$ cat src/rtl/mem_access.sv
// MEM-stage engine: runs EX_MEM loads/stores over a byte-wide synchronous RAM, one byte per cycle.
// Latency: pass-through 1 cycle; load N+3 cycles, store N+2 cycles to write-back; stall_req held while busy.
module mem_access #(
   parameter int ADDR_WIDTH = 17
) (
   input  logic                  clk,
   input  logic                  rst,
   input  logic                  load,
   input  logic                  save,
   input  logic [31:0]           sl_reg_address,
   input  logic [31:0]           sl_data,
   input  logic [2:0]            sl_data_length,
   input  logic                  sl_data_signed,
   input  logic                  modify_flag,
   input  logic [4:0]            modify_address,
   input  logic [31:0]           modify_data,
   output logic [ADDR_WIDTH-1:0] ram_addr,
   output logic                  ram_wr,
   output logic [7:0]            ram_dout,
   input  logic [7:0]            ram_din,
   output logic                  stall_req,
   output logic                  wb_modify_flag,
   output logic [4:0]            wb_modify_address,
   output logic [31:0]           wb_modify_data
);

   localparam logic [2:0] S_IDLE      = 3'd0;
   localparam logic [2:0] S_READ      = 3'd1;
   localparam logic [2:0] S_READ_WAIT = 3'd2;
   localparam logic [2:0] S_WRITE     = 3'd3;
   localparam logic [2:0] S_DONE      = 3'd4;

   logic [2:0]  state_q, state_d;
   logic [1:0]  cnt_q, cnt_d;
   logic [31:0] data_q, data_d;
   logic        rd_vld_q, rd_vld_d;
   logic [1:0]  rd_idx_q, rd_idx_d;
   logic [31:0] base_q;
   logic [2:0]  nbytes_q;
   logic        signed_q, is_load_q, mflag_q;
   logic [4:0]  mdest_q;
   logic        wb_flag_q, wb_flag_d;
   logic [4:0]  wb_addr_q, wb_addr_d;
   logic [31:0] wb_data_q, wb_data_d;

   logic        accept, last_byte, busy;
   logic [2:0]  nbytes_dec;
   logic [31:0] byte_addr, dout_shift, ext_data;

   assign accept    = (state_q == S_IDLE) && (load || save);
   assign last_byte = ({1'b0, cnt_q} == (nbytes_q - 3'd1));
   assign byte_addr = base_q + {30'd0, cnt_q};
   assign dout_shift = data_q >> {cnt_q, 3'b000};
   assign busy = (state_q == S_READ) || (state_q == S_READ_WAIT) || (state_q == S_WRITE);

   // Only lengths 1 and 2 are narrow; anything else is treated as a word.
   always_comb begin
      case (sl_data_length)
         3'd1:    nbytes_dec = 3'd1;
         3'd2:    nbytes_dec = 3'd2;
         default: nbytes_dec = 3'd4;
      endcase
   end

   always_comb begin
      case (nbytes_q)
         3'd1:    ext_data = {{24{signed_q & data_q[7]}}, data_q[7:0]};
         3'd2:    ext_data = {{16{signed_q & data_q[15]}}, data_q[15:0]};
         default: ext_data = data_q;
      endcase
   end

   always_comb begin
      state_d   = state_q;
      cnt_d     = cnt_q;
      data_d    = data_q;
      rd_vld_d  = 1'b0;
      rd_idx_d  = cnt_q;
      wb_flag_d = wb_flag_q;
      wb_addr_d = wb_addr_q;
      wb_data_d = wb_data_q;
      // RAM data lags its address by one cycle, so capture is driven by a delayed index.
      if (rd_vld_q) begin
         case (rd_idx_q)
            2'd0:    data_d[7:0]   = ram_din;
            2'd1:    data_d[15:8]  = ram_din;
            2'd2:    data_d[23:16] = ram_din;
            default: data_d[31:24] = ram_din;
         endcase
      end
      case (state_q)
         S_IDLE: begin
            if (load || save) begin
               state_d   = load ? S_READ : S_WRITE;
               cnt_d     = 2'd0;
               data_d    = load ? 32'd0 : sl_data;
               wb_flag_d = 1'b0;
            end else begin
               wb_flag_d = modify_flag;
               wb_addr_d = modify_address;
               wb_data_d = modify_data;
            end
         end
         S_READ: begin
            rd_vld_d = 1'b1;
            if (last_byte) begin
               state_d = S_READ_WAIT;
               cnt_d   = 2'd0;
            end else begin
               cnt_d = cnt_q + 2'd1;
            end
         end
         S_READ_WAIT: state_d = S_DONE;
         S_WRITE: begin
            if (last_byte) begin
               state_d = S_DONE;
               cnt_d   = 2'd0;
            end else begin
               cnt_d = cnt_q + 2'd1;
            end
         end
         S_DONE: begin
            state_d = S_IDLE;
            if (is_load_q) begin
               wb_flag_d = mflag_q;
               wb_addr_d = mdest_q;
               wb_data_d = ext_data;
            end else begin
               wb_flag_d = 1'b0;
            end
         end
         default: state_d = S_IDLE;
      endcase
   end

   always_ff @(posedge clk) begin
      if (rst) begin
         state_q   <= S_IDLE;
         cnt_q     <= 2'd0;
         data_q    <= 32'd0;
         rd_vld_q  <= 1'b0;
         rd_idx_q  <= 2'd0;
         base_q    <= 32'd0;
         nbytes_q  <= 3'd0;
         signed_q  <= 1'b0;
         is_load_q <= 1'b0;
         mflag_q   <= 1'b0;
         mdest_q   <= 5'd0;
         wb_flag_q <= 1'b0;
         wb_addr_q <= 5'd0;
         wb_data_q <= 32'd0;
      end else begin
         state_q   <= state_d;
         cnt_q     <= cnt_d;
         data_q    <= data_d;
         rd_vld_q  <= rd_vld_d;
         rd_idx_q  <= rd_idx_d;
         wb_flag_q <= wb_flag_d;
         wb_addr_q <= wb_addr_d;
         wb_data_q <= wb_data_d;
         if (accept) begin
            base_q    <= sl_reg_address;
            nbytes_q  <= nbytes_dec;
            signed_q  <= sl_data_signed;
            is_load_q <= load;
            mflag_q   <= modify_flag;
            mdest_q   <= modify_address;
         end
      end
   end

   // RAM-side and stall outputs are gated by reset so an aborted store stops writing immediately.
   assign stall_req = !rst && (busy || accept);
   assign ram_wr    = !rst && (state_q == S_WRITE);
   assign ram_addr  = (!rst && ((state_q == S_READ) || (state_q == S_WRITE)))
                      ? byte_addr[ADDR_WIDTH-1:0] : '0;
   assign ram_dout  = ram_wr ? dout_shift[7:0] : 8'd0;

   assign wb_modify_flag    = wb_flag_q;
   assign wb_modify_address = wb_addr_q;
   assign wb_modify_data    = wb_data_q;

endmodule

$ cat config.mk
export PLATFORM = sky130hd
export DESIGN_NAME = mem_access
export DESIGN_NICKNAME = d
export VERILOG_FILES = /design/src/rtl/mem_access.sv
export SDC_FILE = /design/constraint.sdc
export NUM_CORES = 1
export LEC_CHECK = 0
export CAP_MARGIN = 30
export CELL_PAD_IN_SITES_DETAIL_PLACEMENT = 0
export CELL_PAD_IN_SITES_GLOBAL_PLACEMENT = 1
export CORE_AREA = 2 2 146 112
export DETAILED_ROUTE_END_ITERATION = 16
export DIE_AREA = 0 0 148 114
export PLACE_DENSITY = 0.82
export SYNTH_ARGS = -nofsm -noshare
export SYNTH_HDL_FRONTEND = slang
export SYNTH_SLANG_ARGS = --single-unit
$ cat constraint.sdc
create_clock -name clk -period 3.4 [get_ports clk]
set_input_delay 0.51 -clock clk [delete_from_list [all_inputs] [get_ports clk]]
set_output_delay 0.51 -clock clk [all_outputs]
set_load 0.03 [all_outputs]
### Sequential cells coloured by netlist name

Other sequential cells in the stronger grey, the rest of the logic in the fainter grey.
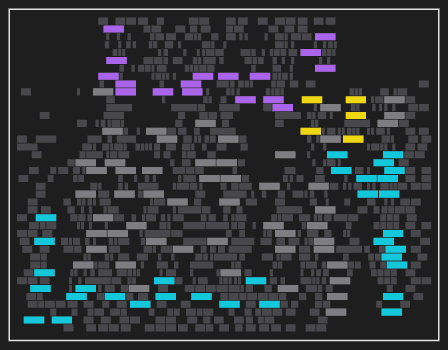
- mdest_q: yellow (flops 5)
- wb_modify_data: cyan (flops 32)
- base_q: purple (flops 17)
final core utilization: 49.0%
sequential cell area share: 27.7%

### Signal wires on met1

Supply wires on this layer in grey.
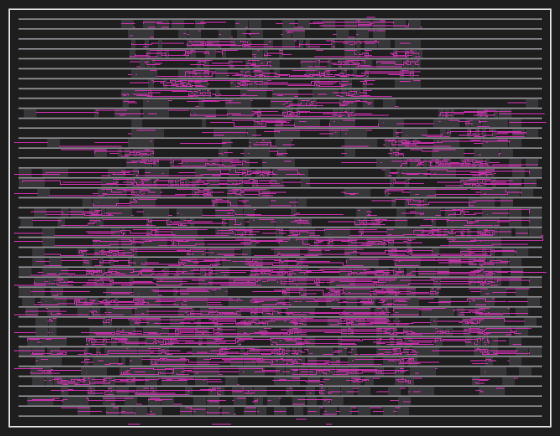
- share of all routed wire: 48%
- nets with wire on the layer: 805
- wire length on this layer: 8350 um
- longest straight run: 75.0 um
- main direction: horizontal
drt total wl: 17500 um
met1 Usage GRT: 30.4%
DR vias: 5276

### Congestion heat map

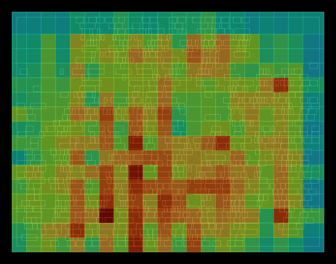
average wire per standard cell: 17.3 um
busiest grt layer: met2

### The metal 2 layer

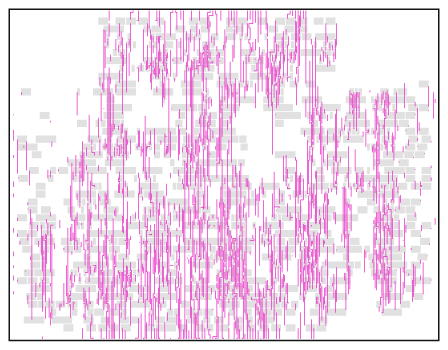
- share of all routed wire: 43%
- longest straight run: 61.2 um
GRT met2 Usage: 32.3%

==> final cells by class <==
cell class	count	area, sq um
Clock buffer	11	253
Clock inverter	5	43.8
Fill cell	1535	7970
Inverter	5	18.8
Multi-Input combinational cell	494	3160
Sequential cell	106	2120
Tap cell	210	263
Timing Repair Buffer	182	1790
==> flip-flops by register name, indices dropped and copies added, names as in the netlist, 3 cells and up <==
| signal | count |
|---|---|
| data_q | 32 |
| nbytes_q | 3 |
| wb_modify_data | 32 |
| state_q | 3 |
| mdest_q | 5 |
| wb_modify_address | 5 |
| base_q | 17 |
==> critical path: cells and delay by family, from the launching register on <==
kind / cells / cell delay [ps]
buffers and inverters: 1 / 690
and+or+nand+nor: 2 / 630
DFF: 1 / 350
AOI/OAI and AO/OA: 2 / 340
adders and majority gates: 1 / 290
==> logic make-up (layout without fill, tap and decap cells) <==
| logic type | Yosys count | count (layout) |
|---|---|---|
| buffers and inverters | 54 | 203 |
| multiplexers | 41 | 41 |
| AND-OR/OR-AND | 129 | 129 |
| AND/OR/NAND/NOR | 305 | 305 |
| XOR/XNOR | 13 | 13 |
| flip-flops | 106 | 106 |
| adder cells (fa/ha/maj) | 6 | 6 |
==> layer usage <==
metal / up-vias / share of wire, % / global-route usage (%)
li1: 2583 / - / -
met1: 2476 / 48 / 30.4
met2: 204 / 43 / 32.3
met3: 13 / 8.1 / 5.20
met4: 0 / 1.3 / 5.40
met5: - / 0 / 0
==> worst min-delay path by stage <==
stage / start / end / slack, ps / cells past startpoint
floorplan: mflag_q / mflag_q / 440 / 2
global placement: mdest_q[1] / mdest_q[1] / 440 / 2
detailed placement: mdest_q[1] / mdest_q[1] / 450 / 2
CTS: mdest_q[1] / mdest_q[1] / 460 / 2
global route: mdest_q[3] / mdest_q[3] / 490 / 2
finish: mdest_q[3] / mdest_q[3] / 460 / 2
==> results.toml <==
# physical design summary
[final_layout]
stdcell_count = 1013
drive_gt1_share_pct = 12.6
lay_top_cells = "152 x nand2_1, 150 x clkdlybuf4s50_1, 106 x dfxtp_1"
final_area_sq_um = 7650
lay_top_count = "nand2_1"
area_delta_synth_final_pct = 39.5
fin_nets = 922

[setup_path]
r2r_cells = 4
crit_fanout = 7
max_stage_delay_ps = 690
worst-r2r-setup-slack_ps = 1100
crit_start = "cnt_q[1]"
timing.critical_path.mode_cell = "a21oi_1"
worstSetupPathType = "reg -> out"
timing.rr.start = "state_q[1]"
path_cells = "ha_1, a21oi_1, nor4_2, nand4b_1, a21oi_1, clkdlybuf4s50_1"
critPathCapture = "ram_addr[15]"

[cts]
cts_setup_buffers = 0
numCtsBuffers = 9
ctsResizeCount = 0
clock_sinks = 106
cts_tree = "done"
clk_latency_ps = 360
cts-root-buf = "clkbuf_16"

[final_timing]
period_minus_slack_ps = 3170
worst_pin_slew_ps = 875
clock_skew_ps = 8.69
max_slew_margin_pct = 40.9
drv_slew = 0
fmax_mhz = 316
timing.final.hold_violations = 0
timing.hold.ws_ps = 458
setup_violations = 0
setup-tns-final_ps = 0

[power_and_ir_drop]
peakVddDrop_mv = 0.259
p_clk_uw = 1050
power.total_uw = 3190
comb-power_uw = 723
swShare_pct = 30.0
pg_seq_uw = 1420
combPwrFrac_pct = 22.7
top_power_group = "sequential cells"
clockPowerShare_pct = 32.8
p_int_uw = 2230

[global_route]
antenna_found_initial = 0
grt_pass1_vias = 5175
track_usage_pct = 21.3
grt_overflow = 0

[routing]
ant_nets = 0
drc = 0
drt_first_pass_iters = 5
drt_iter0_markers = 383

[synthesis]
yosys_area_sq_um = 5480
adder_share_pct = 1.51
syn-instance-count = 654
yosysWarnings = 0
yosysUniqueCellTypes = 51
logic_family = "simple AND/OR/NAND/NOR gates"
top_area_share_pct = 38.7
mux_area_share_pct = 10.0
yosysMostFrequentCell = "nand2_1"
largest_area_cell = "dfxtp_1"
synth_flops = 106
edf_count = 0
yosysCellCount = 654
aoi_share_pct = 15.8
syn_avg_cell_area_sq_um = 8.38

[outcome]
status = "completed"

[placed_design]
post-place-ws_ps = 452
portBuffers = 167
placed_cells = 997
hpwl_um = 12900

[floorplan]
ios = 183
core_sq_um = 15600
fp_util_pct = 35.1
die_w_um = 148

[run]
drv_cap = 0
